**Run 1: M1 wires**

Drawn at 6 px/um. Supply wires on this layer in gray. Cells faint in the background.
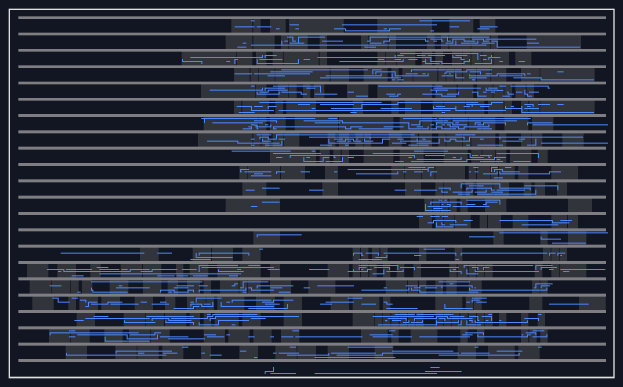
**Run 1: M2 wires**

Drawn at 6 px/um.
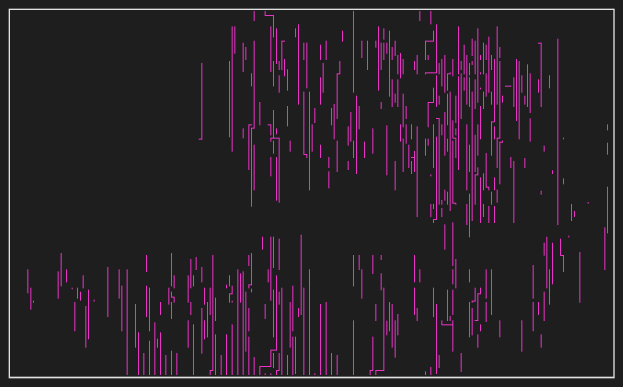
**Run 1: signal wires on met3**

Drawn at 8 px/um. Cells faint in the background.
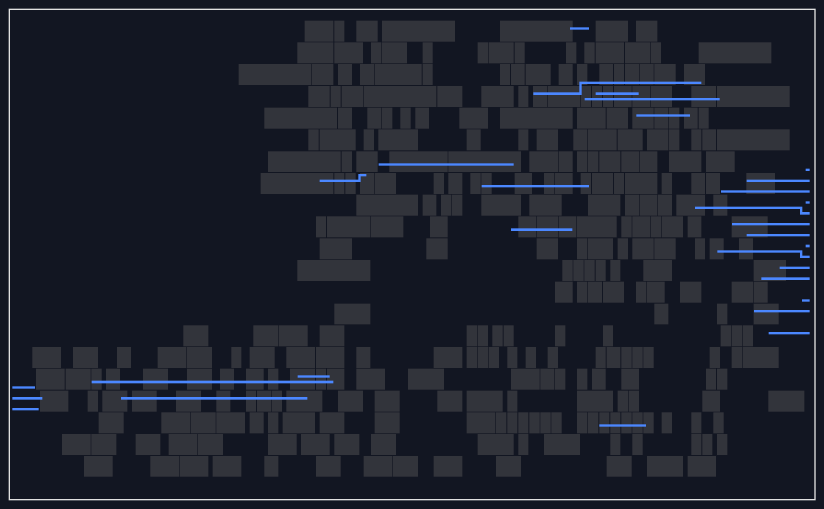
`config.mk`:
```
export PLATFORM = sky130hd
export DESIGN_NAME = pipe_hazard_ctrl_flat
export DESIGN_NICKNAME = d
export VERILOG_FILES = /design/src/rtl/pipe_hazard_ctrl_if.sv /design/src/rtl/pipe_hazard_ctrl.sv /design/src/flat_wrapper.sv
export SDC_FILE = /design/constraint.sdc
export NUM_CORES = 1
export LEC_CHECK = 0
export ABC_AREA = 1
export CORE_ASPECT_RATIO = 0.6
export CORE_UTILIZATION = 25
export DETAILED_ROUTE_END_ITERATION = 6
export GPL_TIMING_DRIVEN = 0
export HOLD_SLACK_MARGIN = 0.05
export PLACE_DENSITY = 0.6
export SLEW_MARGIN = 20
export SYNTH_ARGS = -nofsm -noshare
export SYNTH_HDL_FRONTEND = slang
export SYNTH_SLANG_ARGS = --single-unit
export TNS_END_PERCENT = 30
```
`constraint.sdc`:
```
create_clock -name clk -period 2.15 [get_ports clk]
set_clock_uncertainty 0.2 [all_clocks]
set_input_delay 0.3225 -clock clk [delete_from_list [all_inputs] [get_ports clk]]
set_output_delay 0.3225 -clock clk [all_outputs]
set_load 0.01 [all_outputs]
```
`src/rtl/pipe_hazard_ctrl_if.sv`:
```
// Pipeline-side signal bundle of the hazard controller: register IDs and
// control bits in, stall/flush enables and forwarding selects out.
interface pipe_hazard_ctrl_if;
    logic [4:0] id_rs1;
    logic [4:0] id_rs2;
    logic       id_use_rs1;
    logic       id_use_rs2;
    logic [4:0] idex_rs1;
    logic [4:0] idex_rs2;
    logic [4:0] idex_rd;
    logic       idex_mem_read;
    logic [4:0] exmem_rd;
    logic       exmem_reg_write;
    logic       exmem_mem_req;
    logic       exmem_pcsrc;
    logic [4:0] memwb_rd;
    logic       memwb_reg_write;
    logic       dmem_ready;
    logic       stall_pc;
    logic       stall_if_id;
    logic       stall_id_ex;
    logic       stall_ex_mem;
    logic       flush_if_id;
    logic       flush_id_ex;
    logic       flush_ex_mem;
    logic       flush_mem_wb;
    logic [1:0] fwd_a;
    logic [1:0] fwd_b;
    logic       mem_err;
    logic [1:0] state_o;

    modport master (
        output id_rs1, id_rs2, id_use_rs1, id_use_rs2, idex_rs1, idex_rs2, idex_rd,
               idex_mem_read, exmem_rd, exmem_reg_write, exmem_mem_req, exmem_pcsrc,
               memwb_rd, memwb_reg_write, dmem_ready,
        input  stall_pc, stall_if_id, stall_id_ex, stall_ex_mem,
               flush_if_id, flush_id_ex, flush_ex_mem, flush_mem_wb,
               fwd_a, fwd_b, mem_err, state_o
    );

    modport slave (
        input  id_rs1, id_rs2, id_use_rs1, id_use_rs2, idex_rs1, idex_rs2, idex_rd,
               idex_mem_read, exmem_rd, exmem_reg_write, exmem_mem_req, exmem_pcsrc,
               memwb_rd, memwb_reg_write, dmem_ready,
        output stall_pc, stall_if_id, stall_id_ex, stall_ex_mem,
               flush_if_id, flush_id_ex, flush_ex_mem, flush_mem_wb,
               fwd_a, fwd_b, mem_err, state_o
    );
endinterface

```
`src/rtl/pipe_hazard_ctrl.sv`:
```
// Hazard/sequencing controller for the 5-stage RV32 pipeline: load-use bubbles,
// branch redirects, data-memory waits and EX forwarding. Define PIPE_PERF_CNT_EN for perf counters.
module pipe_hazard_ctrl #(
    parameter int unsigned MEM_TIMEOUT     = 16,
    parameter int unsigned LU_STALL_CYCLES = 1
) (
    input  logic               clk,
    input  logic               rst,
`ifdef PIPE_PERF_CNT_EN
    output logic [31:0]        stall_cycles,
    output logic [31:0]        flush_events,
    output logic [31:0]        mem_wait_cycles,
`endif
    pipe_hazard_ctrl_if.slave  bus
);
    typedef enum logic [1:0] {
        RUN      = 2'd0,
        LU_STALL = 2'd1,
        MEM_WAIT = 2'd2,
        REDIRECT = 2'd3
    } state_t;

    localparam logic [7:0] TMO      = 8'(MEM_TIMEOUT);
    localparam logic [7:0] LU_LAST  = 8'(LU_STALL_CYCLES - 1);
    localparam bit         LU_MULTI = (LU_STALL_CYCLES > 1);

    state_t     state_q, state_d;
    logic [7:0] cnt_q, cnt_d;
    logic       pend_q, pend_d;
    logic       lu, mw, err;
    // stall: {ex_mem, id_ex, if_id, pc}; flush: {mem_wb, ex_mem, id_ex, if_id}
    logic [3:0] stall, flush;

    function automatic logic [1:0] fwd_sel(input logic [4:0] rs,
                                           input logic [4:0] ex_rd, input logic ex_we,
                                           input logic [4:0] wb_rd, input logic wb_we);
        if (ex_we && ex_rd != '0 && ex_rd == rs)      return 2'b10;
        else if (wb_we && wb_rd != '0 && wb_rd == rs) return 2'b01;
        else                                          return 2'b00;
    endfunction

    always_ff @(posedge clk or posedge rst) begin
        if (rst) begin
            state_q <= RUN;
            cnt_q   <= '0;
            pend_q  <= 1'b0;
        end else begin
            state_q <= state_d;
            cnt_q   <= cnt_d;
            pend_q  <= pend_d;
        end
    end

    always_comb begin
        lu = bus.idex_mem_read && (bus.idex_rd != '0) &&
             ((bus.id_use_rs1 && bus.idex_rd == bus.id_rs1) ||
              (bus.id_use_rs2 && bus.idex_rd == bus.id_rs2));
        mw = bus.exmem_mem_req && !bus.dmem_ready;
        state_d = state_q;
        cnt_d   = cnt_q;
        pend_d  = pend_q;
        stall   = '0;
        flush   = '0;
        err     = 1'b0;
        case (state_q)
            MEM_WAIT: begin
                if (bus.dmem_ready) begin
                    if (pend_q) begin
                        flush   = 4'b0111;
                        pend_d  = 1'b0;
                        state_d = REDIRECT;
                    end else begin
                        // The frozen load in ID_EX may still hazard the ID instruction on release.
                        state_d = RUN;
                        if (lu) begin
                            stall = 4'b0011;
                            flush = 4'b0010;
                            if (LU_MULTI) begin
                                state_d = LU_STALL;
                                cnt_d   = 8'd1;
                            end
                        end
                    end
                end else if (cnt_q == TMO) begin
                    // Abort: EX_MEM becomes a bubble; younger stages hold unless redirected.
                    err   = 1'b1;
                    flush = 4'b1100;
                    if (pend_q) begin
                        flush   = 4'b1111;
                        pend_d  = 1'b0;
                        state_d = REDIRECT;
                    end else begin
                        stall   = 4'b0111;
                        state_d = RUN;
                    end
                end else begin
                    stall = '1;
                    flush = 4'b1000;
                    cnt_d = cnt_q + 8'd1;
                end
            end
            default: begin
                if (mw) begin
                    stall   = '1;
                    flush   = 4'b1000;
                    cnt_d   = 8'd1;
                    pend_d  = bus.exmem_pcsrc;
                    state_d = MEM_WAIT;
                end else if (state_q == REDIRECT) begin
                    flush   = 4'b0001;
                    state_d = RUN;
                end else if (bus.exmem_pcsrc) begin
                    flush   = 4'b0111;
                    state_d = REDIRECT;
                end else if (state_q == LU_STALL) begin
                    stall = 4'b0011;
                    flush = 4'b0010;
                    cnt_d = cnt_q + 8'd1;
                    if (cnt_q == LU_LAST) state_d = RUN;
                end else if (lu) begin
                    stall = 4'b0011;
                    flush = 4'b0010;
                    if (LU_MULTI) begin
                        state_d = LU_STALL;
                        cnt_d   = 8'd1;
                    end
                end
            end
        endcase
    end

    assign bus.stall_pc     = stall[0] & ~rst;
    assign bus.stall_if_id  = stall[1] & ~rst;
    assign bus.stall_id_ex  = stall[2] & ~rst;
    assign bus.stall_ex_mem = stall[3] & ~rst;
    assign bus.flush_if_id  = flush[0] & ~rst;
    assign bus.flush_id_ex  = flush[1] & ~rst;
    assign bus.flush_ex_mem = flush[2] & ~rst;
    assign bus.flush_mem_wb = flush[3] & ~rst;
    assign bus.mem_err      = err & ~rst;
    assign bus.state_o      = state_q;
    assign bus.fwd_a = fwd_sel(bus.idex_rs1, bus.exmem_rd, bus.exmem_reg_write,
                               bus.memwb_rd, bus.memwb_reg_write);
    assign bus.fwd_b = fwd_sel(bus.idex_rs2, bus.exmem_rd, bus.exmem_reg_write,
                               bus.memwb_rd, bus.memwb_reg_write);

`ifdef PIPE_PERF_CNT_EN
    always_ff @(posedge clk or posedge rst) begin
        if (rst) begin
            stall_cycles    <= '0;
            flush_events    <= '0;
            mem_wait_cycles <= '0;
        end else begin
            if (stall[0])               stall_cycles    <= stall_cycles + 32'd1;
            if (state_d == REDIRECT)    flush_events    <= flush_events + 32'd1;
            if (state_q == MEM_WAIT)    mem_wait_cycles <= mem_wait_cycles + 32'd1;
        end
    end
`endif
endmodule

```
`src/flat_wrapper.sv`:
```
// flat-port wrapper written by rule: the top's interface ports become plain ports
module pipe_hazard_ctrl_flat 
#(
    parameter int unsigned MEM_TIMEOUT     = 16,
    parameter int unsigned LU_STALL_CYCLES = 1
)
  (clk, rst, bus_id_rs1, bus_id_rs2, bus_id_use_rs1, bus_id_use_rs2, bus_idex_rs1, bus_idex_rs2, bus_idex_rd, bus_idex_mem_read, bus_exmem_rd, bus_exmem_reg_write, bus_exmem_mem_req, bus_exmem_pcsrc, bus_memwb_rd, bus_memwb_reg_write, bus_dmem_ready, bus_stall_pc, bus_stall_if_id, bus_stall_id_ex, bus_stall_ex_mem, bus_flush_if_id, bus_flush_id_ex, bus_flush_ex_mem, bus_flush_mem_wb, bus_fwd_a, bus_fwd_b, bus_mem_err, bus_state_o);
  pipe_hazard_ctrl_if bus_i ();
  input  logic clk;
  input  logic rst;
  input wire logic [$bits(bus_i.id_rs1)-1:0] bus_id_rs1;
  input wire logic [$bits(bus_i.id_rs2)-1:0] bus_id_rs2;
  input wire logic [$bits(bus_i.id_use_rs1)-1:0] bus_id_use_rs1;
  input wire logic [$bits(bus_i.id_use_rs2)-1:0] bus_id_use_rs2;
  input wire logic [$bits(bus_i.idex_rs1)-1:0] bus_idex_rs1;
  input wire logic [$bits(bus_i.idex_rs2)-1:0] bus_idex_rs2;
  input wire logic [$bits(bus_i.idex_rd)-1:0] bus_idex_rd;
  input wire logic [$bits(bus_i.idex_mem_read)-1:0] bus_idex_mem_read;
  input wire logic [$bits(bus_i.exmem_rd)-1:0] bus_exmem_rd;
  input wire logic [$bits(bus_i.exmem_reg_write)-1:0] bus_exmem_reg_write;
  input wire logic [$bits(bus_i.exmem_mem_req)-1:0] bus_exmem_mem_req;
  input wire logic [$bits(bus_i.exmem_pcsrc)-1:0] bus_exmem_pcsrc;
  input wire logic [$bits(bus_i.memwb_rd)-1:0] bus_memwb_rd;
  input wire logic [$bits(bus_i.memwb_reg_write)-1:0] bus_memwb_reg_write;
  input wire logic [$bits(bus_i.dmem_ready)-1:0] bus_dmem_ready;
  output wire logic [$bits(bus_i.stall_pc)-1:0] bus_stall_pc;
  output wire logic [$bits(bus_i.stall_if_id)-1:0] bus_stall_if_id;
  output wire logic [$bits(bus_i.stall_id_ex)-1:0] bus_stall_id_ex;
  output wire logic [$bits(bus_i.stall_ex_mem)-1:0] bus_stall_ex_mem;
  output wire logic [$bits(bus_i.flush_if_id)-1:0] bus_flush_if_id;
  output wire logic [$bits(bus_i.flush_id_ex)-1:0] bus_flush_id_ex;
  output wire logic [$bits(bus_i.flush_ex_mem)-1:0] bus_flush_ex_mem;
  output wire logic [$bits(bus_i.flush_mem_wb)-1:0] bus_flush_mem_wb;
  output wire logic [$bits(bus_i.fwd_a)-1:0] bus_fwd_a;
  output wire logic [$bits(bus_i.fwd_b)-1:0] bus_fwd_b;
  output wire logic [$bits(bus_i.mem_err)-1:0] bus_mem_err;
  output wire logic [$bits(bus_i.state_o)-1:0] bus_state_o;
  assign bus_i.id_rs1 = bus_id_rs1;
  assign bus_i.id_rs2 = bus_id_rs2;
  assign bus_i.id_use_rs1 = bus_id_use_rs1;
  assign bus_i.id_use_rs2 = bus_id_use_rs2;
  assign bus_i.idex_rs1 = bus_idex_rs1;
  assign bus_i.idex_rs2 = bus_idex_rs2;
  assign bus_i.idex_rd = bus_idex_rd;
  assign bus_i.idex_mem_read = bus_idex_mem_read;
  assign bus_i.exmem_rd = bus_exmem_rd;
  assign bus_i.exmem_reg_write = bus_exmem_reg_write;
  assign bus_i.exmem_mem_req = bus_exmem_mem_req;
  assign bus_i.exmem_pcsrc = bus_exmem_pcsrc;
  assign bus_i.memwb_rd = bus_memwb_rd;
  assign bus_i.memwb_reg_write = bus_memwb_reg_write;
  assign bus_i.dmem_ready = bus_dmem_ready;
  assign bus_stall_pc = bus_i.stall_pc;
  assign bus_stall_if_id = bus_i.stall_if_id;
  assign bus_stall_id_ex = bus_i.stall_id_ex;
  assign bus_stall_ex_mem = bus_i.stall_ex_mem;
  assign bus_flush_if_id = bus_i.flush_if_id;
  assign bus_flush_id_ex = bus_i.flush_id_ex;
  assign bus_flush_ex_mem = bus_i.flush_ex_mem;
  assign bus_flush_mem_wb = bus_i.flush_mem_wb;
  assign bus_fwd_a = bus_i.fwd_a;
  assign bus_fwd_b = bus_i.fwd_b;
  assign bus_mem_err = bus_i.mem_err;
  assign bus_state_o = bus_i.state_o;
  pipe_hazard_ctrl #(.MEM_TIMEOUT(MEM_TIMEOUT), .LU_STALL_CYCLES(LU_STALL_CYCLES)) u_core (.clk(clk), .rst(rst), .bus(bus_i));
endmodule
```
==> changes_impl.md, run 1 <==
### Metrics

- Max Fanout on Critical Path: 3
- Synth Cell Area: approximately 1500 um^2
- Fmax: ~430 MHz
- Post-synthesis area per instance: 6.42 um^2
- Failing checks: negative setup slack
- Hold slack: between 0.04 and 0.05 ns
- # rows: 21
- Top-count cell post-synth: nand2_1
- Layout cells sized above 1: between 20 and 30%
- Setup WS pre-CTS: -0.726 ns
- WP depth: 12
- Final tally of hold violations: 0
- Wire length per cell: around 11 um
- Ys flops: 11
- Leading area contributor after synthesis: dfrtp_1
- Top cells by count: 61 x nand2_1, 32 x inv_1, 22 x nor2_1
- CP Launch Type: input port
- First-pass GRT wire length: ~6500 um
- WP data arrival: 1.78 ns
- CP cell instances: clkdlybuf4s50_1, inv_2, nand2_4, nand2_4, nor2_4, nand2_2, nand2_2, nand3_2, nand2_1, inv_1, a21oi_2, buf_2
- Crit path max-delay cell type: clkdlybuf4s50_1
- Gate power share: 70.6%
- Internal: between 1 and 1.5 mW
- Layout fillers: between 500 and 600
- Initial antenna violation count: 0
- Full die area: around 6000 um^2
- # diodes: 0
- Crit path buf inv count: 4
- R2r endpoint: u_core.cnt_q[6]
- Setup CP Type: input port to primary output
- Max cap viols: 0
- CTS tree: done
- Core area: ~5600 um^2
- Worst min path class: input port to async pin
- Comb area: between 1000 and 1500 um^2
- Total GRT Usage: approximately 14%
- # nets final: roughly 360
- Number of remaining DRC errors: 0
- Clock Tree Root: clkbuf_8
- CTS Sinks: 11
- Leakage power: between 1 and 1.5 nW
- Max-slew violations: 0
- Overflow after GRT: 0
- CTS buffer count: 3
- Cell area power density: about 830 nW/um^2
- Crit path time final: 2.30 ns
- Vias in the first global route: approximately 1,400
- 1st-iter DRT viols: between 70 and 80
- Yosys stat area: about 1500 um^2
- Peak VDD IR: slightly above 0.0003 V
- Clock slew at reported path FFs: 0.06 ns
- Area leader share: between 10% and 20%
- Buffers on Ports: about 59
- Largest net degree at the start of global routing: 10
- Crit path capture type: primary output
- Ys cells: 227
- Initial core utilization: between 20% and 30%
- Overall power: between 2 and 2.5 mW
- Crit path required time: between 1.5 and 2 ns
- RSZ-0062 raised after global routing: yes
- Worst slew pin tran: just under 0.3 ns
- Final TNS setup: -0.414 ns
- OpenROAD warnings: 31
- Post-synthesis to final-layout area growth: 67.1%
- Max incr delay on CP: about 0.52 ns
- Post-synth cell types: 29
- Worst Reg-to-Reg Cells: 13
- Status: finished, violations left
- Post-DP HPWL: around 3500 um
- Register share of total power: 18.7%
- IO Count: 60
- Delay-heaviest family, CP: buffers and inverters
- Setup WS post-layout: -0.155 ns
- Syn Nets: between 200 and 300
- Cells after synthesis: 227
- Ys Warns: 0
- GPL Wtd Cong: between 0.8 and 0.9
- First-pass iteration count of the detailed router: 6
- P_sw: 0.924 mW
- Chip height: slightly above 60 um
- Clock Path Buffers: 2
- Final Cycle Share: 107%
- Routed Antenna Nets: 0
- R2r setup slk: 0.26 ns
- Asr flop ratio synth: 100%
- Via density: 4.16
- Register share after synthesis: 18.9%
- Relative slew slack: between 80% and 90%
- Setup Viol. Count Final: 5
- Htree depth: 1
- Ys flop type: dfrtp_1
- FF-to-FF Start: u_core.cnt_q[0]
- Die W: 101 um
- Top cells, area: dfrtp_1 19%, nand2_1 16%, inv_1 8.2%
- Number of enable flip-flop cells: 0
- Clock network power share: between 10% and 20%
- Switching share of power: a little under half
- FF/Latch Area: roughly 280 um^2
- Clock latency on the worst-skew pair: roughly 0.24 ns
About 'M1 wires':
325 nets have wire on it. The longest straight run is 39.1 um. The wires run mostly horizontal.

About 'M2 wires':
The wires run mostly vertical. The longest straight run is 30.9 um. The layer holds 41% of the routed length. 278 nets have wire on it.

About 'signal wires on met3':
The longest straight run is 29.9 um. The wires run mostly horizontal. The layer holds 5.7% of the routed length. 28 nets have wire on it. The layer carries 251 um of wire.
vias: 1,633
GR Util met3: 2.38%
WL final: 4420 um

run 1: kinds of logic (layout without fill, tap and decap cells):
family                   after synthesis  count (layout)  share of synthesized area, %
buffers and inverters                 40             126                          11.4
XOR/XNOR                              22              22                          13.2
AND-OR/OR-AND                         24              24                          10.8
flip-flops                            11              11                          18.9
adder cells (fa/ha/maj)                5               5                          4.30
AND/OR/NAND/NOR                      125             125                          41.3
run 1: what timing repair did:
item	CTS	global route
hold endpoints to repair	0	3
setup buffers	11	11
setup endpoints to repair	13	13
hold buffers	0	1
resized	61	32
pin swaps	8	22
run 1: final cells by class:
class                      instances  area share [%]
multi-input combinational        176            45.1
tap                               80            4.11
clock buffer                       4            1.85
buffer                             2           0.771
timing repair buffer              82            30.4
inverter                          38            6.43
sequential                        11            11.3
run 1: power by group through the flow:
stage	clock network (mW)	logic, mW	registers, mW
after floorplan	0	0.753	0.370
after global placement	0	1.11	0.382
after detailed placement	0	1.11	0.384
after CTS	0.223	1.24	0.371
after global routing	0.234	1.56	0.389
final	0.217	1.42	0.377
run 1: through the flow:
step / std cells / area (um^2) / util [%]
after floorplan: 227 / 1460 / -
after global placement: 366 / 2150 / 38.4
after CTS: 381 / 2290 / 40.9
after global routing: 393 / 2430 / 43.5
final: 393 / 2430 / 43.5
after detailed placement: 366 / 2150 / 38.4
run 1: worst reg2reg max path, cell delays in order, from the launching register on:
cell and delay [ns]:
dfrtp_1 0.38, inv_2 0.08, ha_4 0.14, nand2_4 0.05
nor2_4 0.08, nand3_2 0.10, nand2_2 0.09, nand2_4 0.05
buf_4 0.13, buf_4 0.15, nand2_8 0.09, inv_6 0.06
o211ai_1 0.07, o21ai_1 0.09
run 1: how the worst max path moves through the flow:
stage | start | to | slack [ns]
final | bus_dmem_ready | bus_flush_id_ex | -0.15
after global routing | u_core.bus.state_o[0] | bus_flush_id_ex | -0.27
after CTS | u_core.bus.state_o[0] | bus_flush_id_ex | -0.25
after detailed placement | bus_dmem_ready | bus_flush_id_ex | -0.73
after global placement | bus_dmem_ready | bus_flush_id_ex | -0.72
after floorplan | u_core.bus.state_o[0] | bus_flush_id_ex | 0.10
run 1: state kept, by name (all words and copies together), names as in the netlist:
register and flops:
u_core.pend_q 1, u_core.bus.state_o 2, u_core.cnt_q 8
run 1: per-layer routing:
metal	up-vias	routed length (um)	global-route usage, %
li1	881	-	-
met1	707	2330	21.0
met2	43	1810	20.3
met3	2	250	2.38
met4	0	19	2.48
met5	-	0	0
run 1: cells in the final DEF, fill, tap and decap left out, drive strengths merged, types with 11 or more instances in the layout:
master and count:
nand2 69, inv 37, buf 32, clkdlybuf4s50 29, nor2 27, nand3 16, xnor2 13, o21ai 13
dfrtp 11
## Run 2: what changed since run 1
GPL_TIMING_DRIVEN = not set   (was 0)
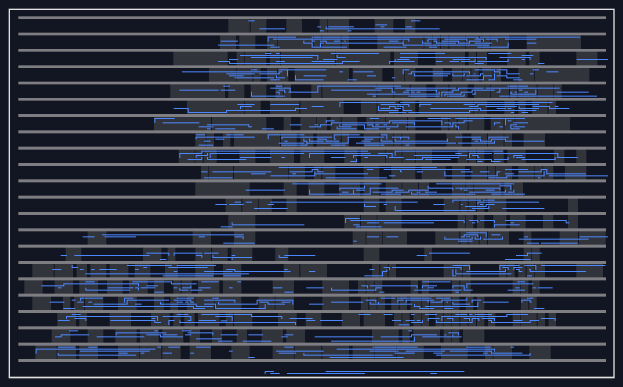
**Above:** run 2 (M1 wires).
Drawn at 6 px/um. Supply wires on this layer in gray. Cells faint in the background.
364 nets have wire on it. The wires run mostly horizontal.

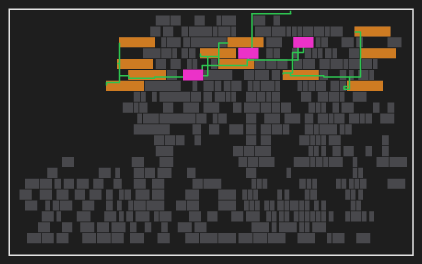
**Above:** run 2 (routed clock nets over the placement).
Drawn at 4 px/um.
Magenta stands for clock drivers, count 3. Orange stands for flip-flops, count 11. Green stands for clock wires, length 169 um.
There are 4 routed clock nets.

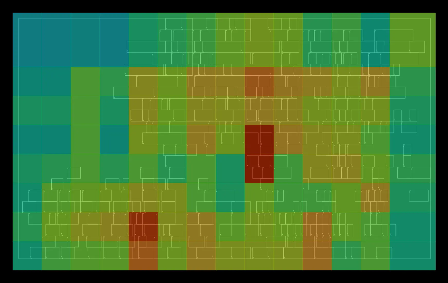
**Above:** run 2 (congestion heat map).
met2 usage: 25.1%
grt met1 use: 23.5%
grt peak-use layer: met2
Total GRT Usage: 15.7%

==> run 2 against run 1 <==
The run still ends with negative setup slack left; final cell count is 9.7% higher; hold slack better by 0.27 ns; first-iteration DRC count is 31% lower; total power is 17% higher; sequential power is 3% higher; flip-flop count stayed put; critical endpoint is now bus_fwd_a[0]; highest routed layer unchanged.
==> changes_impl.md, run 2 <==
### Metrics

- Ys flops: 11 (unchanged)
- Largest net degree at the start of global routing: 10 (unchanged)
- Post-CTS Hold Buffers: 0 (unchanged)
- Layout cells sized above 1: 39.9% (was 28.4%)
- Synth Area in Compound Gates: 10.8% (unchanged)
- Top-count cell post-synth: nand2_1 (unchanged)
- Asr flop ratio synth: 100% (unchanged)
- Placed cell count: 415 (was 366)
- CP Launch Type: input port (unchanged)
- Gate power share: 74.5% (was 70.6%)
- # rows: 21 (unchanged)
- Post-route insts no fill: 431 (was 393)
- Wire length per cell: 11.5 um (was 11.2 um)
- Final TNS setup: -0.323 ns (was -0.414 ns)
- Register share after synthesis: 18.9% (unchanged)
- WL final: 4940 um (was 4420 um)
- Post-DP HPWL: 3920 um (was 3450 um)
- Clock latency on the worst-skew pair: 0.24 ns (about the same)
- Setup Viol. Count Final: 8 (was 5)
- Initial antenna violation count: 0 (unchanged)
- # diodes: 0 (unchanged)
- Post-synth cell types: 29 (unchanged)
- Leading area contributor after synthesis: dfrtp_1 (unchanged)
- Crit path time final: 2.26 ns (was 2.30 ns)
- Vias: 1,799 (was 1,633)
- OpenROAD warnings: 31 (unchanged)
- Layout fillers: 568 (was 576)
- Fmax: 443 MHz (was 434 MHz)
- P_sw: 1.03 mW (was 0.924 mW)
- Most flops, register: u_core.cnt_q (unchanged)
- Worst min path class: input port to async pin (unchanged)
- Placement Cell Area: 2510 um^2 (was 2150 um^2)
- Crit path required time: 1.63 ns (about the same)
- Full die area: 6140 um^2 (unchanged)
- Die W: 101 um (unchanged)
- Max Fanout on Critical Path: 2 (was 3)
- Status: finished, violations left (unchanged)
- Finished Cell Area: 2760 um^2 (was 2430 um^2)
- Most frequent logic cell in the layout: buf_4 (was nand2_1)
- Via density: 4.17 (was 4.16)
- Top logic family: simple AND/OR/NAND/NOR gates (unchanged)
- R2r setup slk: -0.01 ns (was 0.26 ns)
- Yosys stat area: 1460 um^2 (unchanged)
- Cells after synthesis: 227 (unchanged)
- Internal: 1.32 mW (was 1.09 mW)
- Area fraction in mux cells: 0% (unchanged)
- Buffers on Ports: 59 (unchanged)
- Htree depth: 1 (unchanged)
- Number of remaining DRC errors: 0 (unchanged)
- Synth Cell Area: 1460 um^2 (unchanged)
- Number of enable flip-flop cells: 0 (unchanged)
- Max cap viols: 0 (unchanged)
- R2r endpoint: u_core.bus.state_o[1] (was u_core.cnt_q[6])
- Ys flop type: dfrtp_1 (unchanged)
- Highest routed layer: met4 (unchanged)
- CTS buffer count: 3 (unchanged)
- Clock network power share: 9.1% (was 10.7%)
- Area leader share: 18.9% (unchanged)
- Wl on met1: 2670 um (was 2330 um)
- First-pass iteration count of the detailed router: 4 (was 6)
- # nets final: 402 (was 364)
- FF-to-FF Start: u_core.bus.state_o[1] (was u_core.cnt_q[0])
- 1st-iter DRT viols: 50 (was 72)
- Setup WS post-layout: -0.109 ns (was -0.155 ns)
- Vias in the first global route: 1,668 (was 1,428)
- Worst slew pin tran: 0.301 ns (was 0.295 ns)
- Syn Nets: 277 (unchanged)
- Final Cycle Share: 105% (was 107%)
- Crit path capture type: primary output (unchanged)
- Max reg flops: 8 (unchanged)
- Leakage power: 1.44 nW (was 1.22 nW)
- Hold slack: 0.314 ns (was 0.0482 ns)
- Routed Antenna Nets: 0 (unchanged)
- Overflow after GRT: 0 (unchanged)
- WP data arrival: 1.74 ns (was 1.78 ns)
- Yosys simple share: 41.3% (unchanged)
- XOR Share, Synth: 13.2% (unchanged)
- Peak VDD IR: 0.000394 V (was 0.000311 V)
- Cell area power density: 854 nW/um^2 (was 829 nW/um^2)
- Final tally of hold violations: 0 (unchanged)
- Top cells, area: dfrtp_1 19%, nand2_1 16%, inv_1 8.2% (unchanged)
- Failing checks: negative setup slack (unchanged)
- Overall power: 2.36 mW (was 2.02 mW)
- Ys Warns: 0 (unchanged)
- Setup CP Type: input port to primary output (unchanged)
- Worst Reg-to-Reg Cells: 14 (was 13)
- Core area: 5600 um^2 (unchanged)
- Ys cells: 227 (unchanged)
- Initial core utilization: 26.0% (unchanged)
- Top cells by count: 61 x nand2_1, 32 x inv_1, 22 x nor2_1 (unchanged)
- Switching share of power: 43.9% (was 45.8%)
- Met2 wire len: 2070 um (was 1810 um)
- Post-synthesis to final-layout area growth: 89.4% (was 67.1%)
- GPL Wtd Cong: 0.930 (was 0.876)
- First-pass GRT wire length: 7580 um (was 6550 um)
- Clock Tree Root: clkbuf_8 (unchanged)
- Chip height: 61.1 um (unchanged)
- Post-synthesis area per instance: 6.42 um^2 (unchanged)
- WL met3: 170 um (was 250 um)
- CTS Sinks: 11 (unchanged)
- Post-Synth Adder-Cell Area: 4.30% (unchanged)
- Clock slew at reported path FFs: 0.05 ns (was 0.06 ns)
- Most numerous logic cells after layout: 60 x buf_4, 54 x nand2_1, 26 x clkdlybuf4s50_1 (was 58 x nand2_1, 29 x clkdlybuf4s50_1, 25 x inv_1)
- Clock Path Buffers: 2 (unchanged)
-- run 2: cell counts after synthesis --
No cell type changed its count.
-- run 2: worst max-delay path by stage --
stage	endpoint	from	cells after the start	slack, ns
3_3_place_gp	bus_flush_id_ex	bus_idex_rd[2]	12	-0.52
2_1_floorplan	bus_flush_id_ex	u_core.bus.state_o[0]	12	0.10
3_5_place_dp	bus_flush_id_ex	bus_idex_rd[2]	12	-0.54
6_report	bus_fwd_a[0]	bus_exmem_rd[1]	6	-0.11
4_1_cts	bus_flush_id_ex	u_core.bus.state_o[0]	12	-0.11
5_1_grt	bus_flush_id_ex	u_core.bus.state_o[1]	11	-0.21
-- run 2: layout make-up --
cell class | count | area, um^2 | share of cell area (%)
flip-flops and latches | 11 | 278 | 10.1
repair buffers | 122 | 1030 | 37.3
clock inverters | 1 | 5.00 | 0.181
clock buffers | 3 | 41.3 | 1.50
well taps | 80 | 100 | 3.63
inverters | 38 | 155 | 5.62
multi-input cells | 176 | 1150 | 41.7
-- run 2: layer usage --
layer	vias up	global-route usage (%)
met5	-	0
li1	961	-
met3	2	2.27
met1	806	23.5
met2	30	25.1
met4	0	1.04
-- run 2: worst max-delay path: stages --
cell	delay, ns
clkdlybuf4s50_1	0.44
buf_4	0.16
xor2_1	0.14
nor4_2	0.32
nor2_1	0.07
dlygate4sd2_1	0.28
-- run 2: cell families after synthesis --
logic type      count (synthesis)
xor+xnor                       22
buf+inv                        40
flops                          11
fa+ha+maj                       5
simple gates                  125
compound gates                 24
-- run 2: power by group through the flow --
stage / clock [mW] / sequential (mW) / combinational [mW]
after floorplan: 0 / 0.370 / 0.753
after global placement: 0 / 0.361 / 1.44
after detailed placement: 0 / 0.363 / 1.45
after CTS: 0.215 / 0.367 / 1.59
after global routing: 0.226 / 0.400 / 1.91
final: 0.213 / 0.388 / 1.76
-- run 2: timing repair --
item / 4_1_cts / 5_1_grt
cloned: 0 / 0
pin swaps: 12 / 17
resized: 80 / 41
setup endpoints to repair: 13 / 15
buffers inserted: 9 / 4
-- run 2: stage by stage --
step                      util [%]  setup slack [ns]
after floorplan                  -             0.103
after global placement        44.9            -0.519
after detailed placement      44.9            -0.543
after CTS                     47.1            -0.108
after global routing          49.3            -0.213
final                         49.3            -0.109
## Run 3: what changed since run 2
--- a/config.mk
+++ b/config.mk
@@ -11,5 +11,6 @@
 export DETAILED_ROUTE_END_ITERATION = 6
+export GPL_ROUTABILITY_DRIVEN = 0
 export HOLD_SLACK_MARGIN = 0.05
 export PLACE_DENSITY = 0.6
-export SLEW_MARGIN = 20
+export SLEW_MARGIN = 0
 export SYNTH_ARGS = -nofsm -noshare
==> constraint.sdc (replaced) <==
create_clock -name clk -period 2.15 [get_ports clk]
set_clock_uncertainty 0.2 [all_clocks]
set_input_delay 0.215 -clock clk [delete_from_list [all_inputs] [get_ports clk]]
set_output_delay 0.215 -clock clk [all_outputs]
set_load 0.01 [all_outputs]
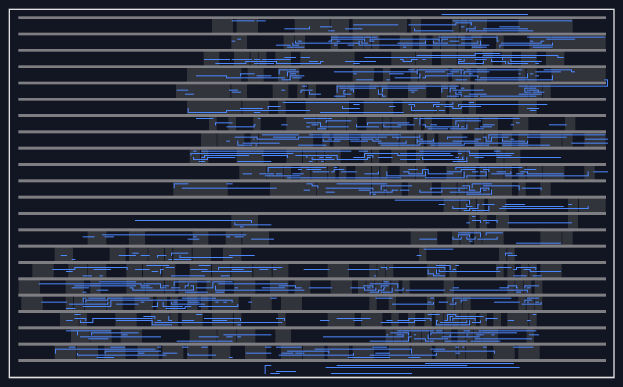
**Above:** run 3 (M1 wires).
Drawn at 6 px/um. Supply wires on this layer in gray. Cells faint in the background.
345 nets have wire on it. The wires run mostly horizontal. The layer carries 2,520 um of wire. The longest straight run is 32.2 um.
WL final: 4790 um
vias: 1,698
grt met1 use: 23.8%

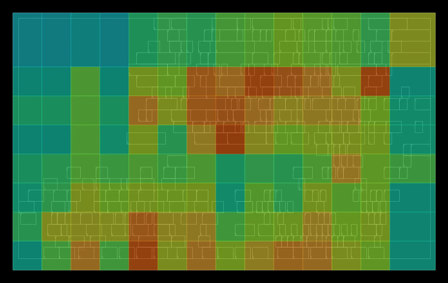
**Above:** run 3 (congestion heat map).
wire length per cell: 11.7 um
met2 usage: 25.4%

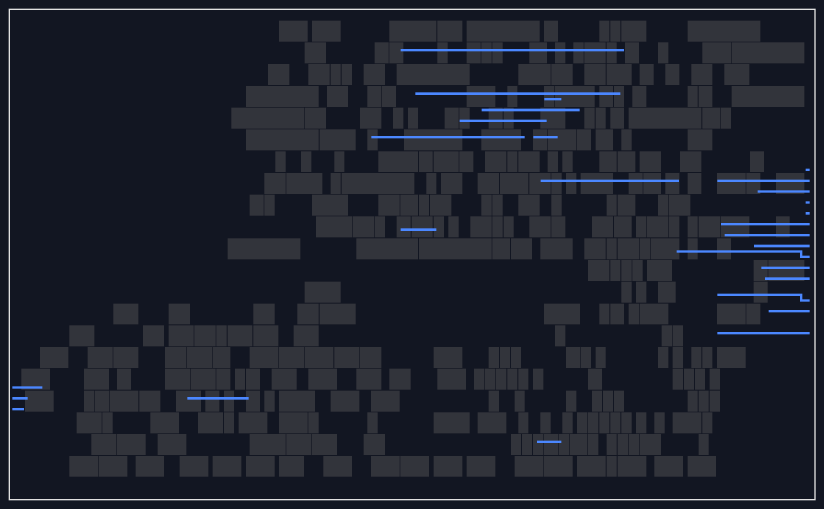
**Above:** run 3 (signal wires on met3).
Drawn at 8 px/um. Cells faint in the background.
The wires run mostly horizontal. 28 nets have wire on it. The layer carries 239 um of wire. The layer holds 5.0% of the routed length.

==> run 3 against run 2 <==
The flow still finishes with violations (negative setup slack); sequential power decreased by 2%; critical path depth increased by 5; total power decreased by 14%; synthesized area unchanged; routed wire length decreased by 2.9%; die area unchanged; final area decreased by 9.3%; global-route usage increased by 0.21 points; combinational power decreased by 18%; non-clock buffer count decreased by 20; count of clock-buffer cells in the layout increased by 1; final cell count decreased by 4.6%; critical path type is now flop to primary output.
==> changes_impl.md, run 3 <==
### Metrics

- Status: finished, violations left (unchanged)
- Failing checks: negative setup slack (unchanged)
- GR Util met3: 2.38% (was 2.27%)
- Peak VDD IR: 0.000295 V (was 0.000394 V)
- Most numerous logic cells after layout: 61 x nand2_1, 43 x clkdlybuf4s50_1, 43 x buf_4 (was 60 x buf_4, 54 x nand2_1, 26 x clkdlybuf4s50_1)
- Clock slew at reported path FFs: 0.06 ns (was 0.05 ns)
- First-pass GRT wire length: 7560 um (was 7580 um)
- Setup Viol. Count Final: 1 (was 8)
- Asr flop ratio synth: 100% (unchanged)
- Layout cells sized above 1: 27.5% (was 39.9%)
- Crit path required time: 1.74 ns (was 1.63 ns)
- Top cells, area: dfrtp_1 19%, nand2_1 16%, inv_1 8.2% (unchanged)
- Leading area contributor after synthesis: dfrtp_1 (unchanged)
- CTS buffer count: 3 (unchanged)
- Ys Warns: 0 (unchanged)
- Final tally of hold violations: 0 (unchanged)
- WP data arrival: 1.74 ns (about the same)
- Post-DP HPWL: 4000 um (was 3920 um)
- Worst slew pin tran: 0.305 ns (was 0.301 ns)
- Relative slew slack: 79.7% (was 79.9%)
- 1st-iter DRT viols: 51 (was 50)
- # nets final: 382 (was 402)
- Routed Antenna Nets: 0 (unchanged)
- Post-synth cell types: 29 (unchanged)
- Max-slew violations: 0 (unchanged)
- RSZ-0062 raised after global routing: yes (unchanged)
- Internal: 1.11 mW (was 1.32 mW)
- CP Launch Type: flop (was input port)
- First-pass iteration count of the detailed router: 4 (unchanged)
- Clock Tree Root: clkbuf_8 (unchanged)
- Largest net degree at the start of global routing: 10 (unchanged)
- Chip height: 61.1 um (unchanged)
- Synth Cell Area: 1460 um^2 (unchanged)
- Leakage power: 1.27 nW (was 1.44 nW)
- P_sw: 0.925 mW (was 1.03 mW)
- Max Fanout on Critical Path: 5 (was 2)
- Core area: 5600 um^2 (unchanged)
- Total GRT Usage: 16.0% (was 15.7%)
- Grt peak-use layer: met2 (unchanged)
- Overflow after GRT: 0 (unchanged)
- Crit path capture type: primary output (unchanged)
- Top cells by count: 61 x nand2_1, 32 x inv_1, 22 x nor2_1 (unchanged)
- Post-CTS Hold Buffers: 0 (unchanged)
- Yosys stat area: 1460 um^2 (unchanged)
- Overall power: 2.04 mW (was 2.36 mW)
- Top-count cell post-synth: nand2_1 (unchanged)
- Clock network power share: 10.8% (was 9.1%)
- IO Count: 60 (unchanged)
- Setup CP Type: flop to primary output (was input port to primary output)
- Switching share of power: 45.4% (was 43.9%)
- Number of remaining DRC errors: 0 (unchanged)
- Most frequent logic cell in the layout: nand2_1 (was buf_4)
- CTS tree: done (unchanged)
- Crit path time final: 2.16 ns (was 2.26 ns)
- Max reg flops: 8 (unchanged)
- OpenROAD warnings: 31 (unchanged)
- Register share after synthesis: 18.9% (unchanged)
- Gate power share: 70.4% (was 74.5%)
- Worst min path class: input port to async pin (unchanged)
- Ys flop type: dfrtp_1 (unchanged)
- Full die area: 6140 um^2 (unchanged)
- Area leader share: 18.9% (unchanged)
- Initial core utilization: 26.0% (unchanged)
- Clock latency on the worst-skew pair: 0.24 ns (about the same)
- Fmax: 463 MHz (was 443 MHz)
- Cell area power density: 814 nW/um^2 (was 854 nW/um^2)
- Vias in the first global route: 1,610 (was 1,668)
- Buffers on Ports: 59 (unchanged)
- Die W: 101 um (unchanged)
- Htree depth: 1 (unchanged)
- Max cap viols: 0 (unchanged)
- Most flops, register: u_core.cnt_q (unchanged)
- Ys flops: 11 (unchanged)
- Ys cells: 227 (unchanged)
- Post-synthesis area per instance: 6.42 um^2 (unchanged)
- Cells after synthesis: 227 (unchanged)
- Setup WS post-layout: -0.00888 ns (was -0.109 ns)
- Clock Path Buffers: 2 (unchanged)
- CTS Sinks: 11 (unchanged)
- Initial antenna violation count: 0 (unchanged)
- Post-synthesis to final-layout area growth: 71.8% (was 89.4%)
- Syn Nets: 277 (unchanged)
- Setup WS pre-CTS: -0.359 ns (was -0.543 ns)
- # rows: 21 (unchanged)
- Number of enable flip-flop cells: 0 (unchanged)
- # diodes: 0 (unchanged)
- Register share of total power: 18.7% (was 16.5%)
- Via density: 4.13 (was 4.17)
- Final Cycle Share: 100% (was 105%)
-- run 3: area by class of cell --
| cell class | instances | area, um^2 |
|---|---|---|
| fillers | 581 | 3090 |
| multi-input cells | 176 | 1050 |
| repair buffers | 102 | 883 |
| flip-flops and latches | 11 | 275 |
| inverters | 38 | 150 |
| well taps | 80 | 100 |
| clock buffers | 4 | 45.0 |
-- run 3: metal layers --
layer | up-vias | part of all wire, %
met4 | 0 | 0
met1 | 732 | 53
met2 | 43 | 42
met3 | 0 | 5.0
li1 | 923 | -
met5 | - | 0
-- run 3: through the flow --
step | setup TNS [ns] | hold slack, ns | instances | instance area [um^2] | utilization [%]
6_report | -0.00888 | 0.217 | 411 | 2500 | 44.7
5_1_grt | -0.430 | 0.267 | 411 | 2500 | 44.7
4_1_cts | -0.561 | 0.218 | 410 | 2490 | 44.5
3_5_place_dp | -2.19 | 0.348 | 405 | 2440 | 43.5
3_3_place_gp | -2.33 | 0.326 | 405 | 2440 | 43.5
2_1_floorplan | 0 | -0.101 | 227 | 1460 | -
-- run 3: repair_timing --
action / in CTS / in global routing
gates resized: 31 / 17
buffers inserted: 1 / 1
endpoints found under the setup margin: 13 / 12
pin swaps: 1 / 2
-- run 3: worst max-delay path: stages, from the launching register on --
cell and delay (ns):
dfrtp_1 0.43, inv_1 0.08, ha_1 0.13, inv_1 0.07, nor3_1 0.13, nand3_1 0.09
nand2_1 0.10, nand3_2 0.10, nand2_1 0.08, inv_1 0.04, a21oi_2 0.11, buf_2 0.14
-- run 3: path summary, 6_finish.rpt --
check | start | end | slack, ns | depth (start not counted)
hold / removal | rst | u_core.cnt_q[5] | 0.22 | 3
hold reg to reg | u_core.cnt_q[3] | u_core.cnt_q[3] | 0.37 | 2
min in group clk | u_core.cnt_q[3] | u_core.cnt_q[3] | 0.37 | 2
max in group asynchronous | rst | u_core.bus.state_o[0] | 1.38 | 3
setup / recovery | u_core.bus.state_o[1] | bus_flush_id_ex | -0.009 | 11
setup reg to reg | u_core.bus.state_o[0] | u_core.cnt_q[1] | 0.27 | 9
-- run 3: power groups by stage --
stage | sequential, mW | clock [mW] | combinational, mW
final | 0.382 | 0.221 | 1.44
after CTS | 0.379 | 0.220 | 1.42
after floorplan | 0.370 | 0 | 0.753
after global placement | 0.371 | 0 | 1.37
after detailed placement | 0.377 | 0 | 1.39
after global routing | 0.388 | 0.233 | 1.58
-- run 3: kinds of logic (layout without fill, tap and decap cells) --
| group | after synthesis | count (layout) | share of synthesized area (%) |
|---|---|---|---|
| simple gates | 125 | 125 | 41.3 |
| buf+inv | 40 | 144 | 11.4 |
| compound gates | 24 | 24 | 10.8 |
| flops | 11 | 11 | 18.9 |
| xor+xnor | 22 | 22 | 13.2 |
| fa+ha+maj | 5 | 5 | 4.30 |
Power and IR drop assume default switching activity.
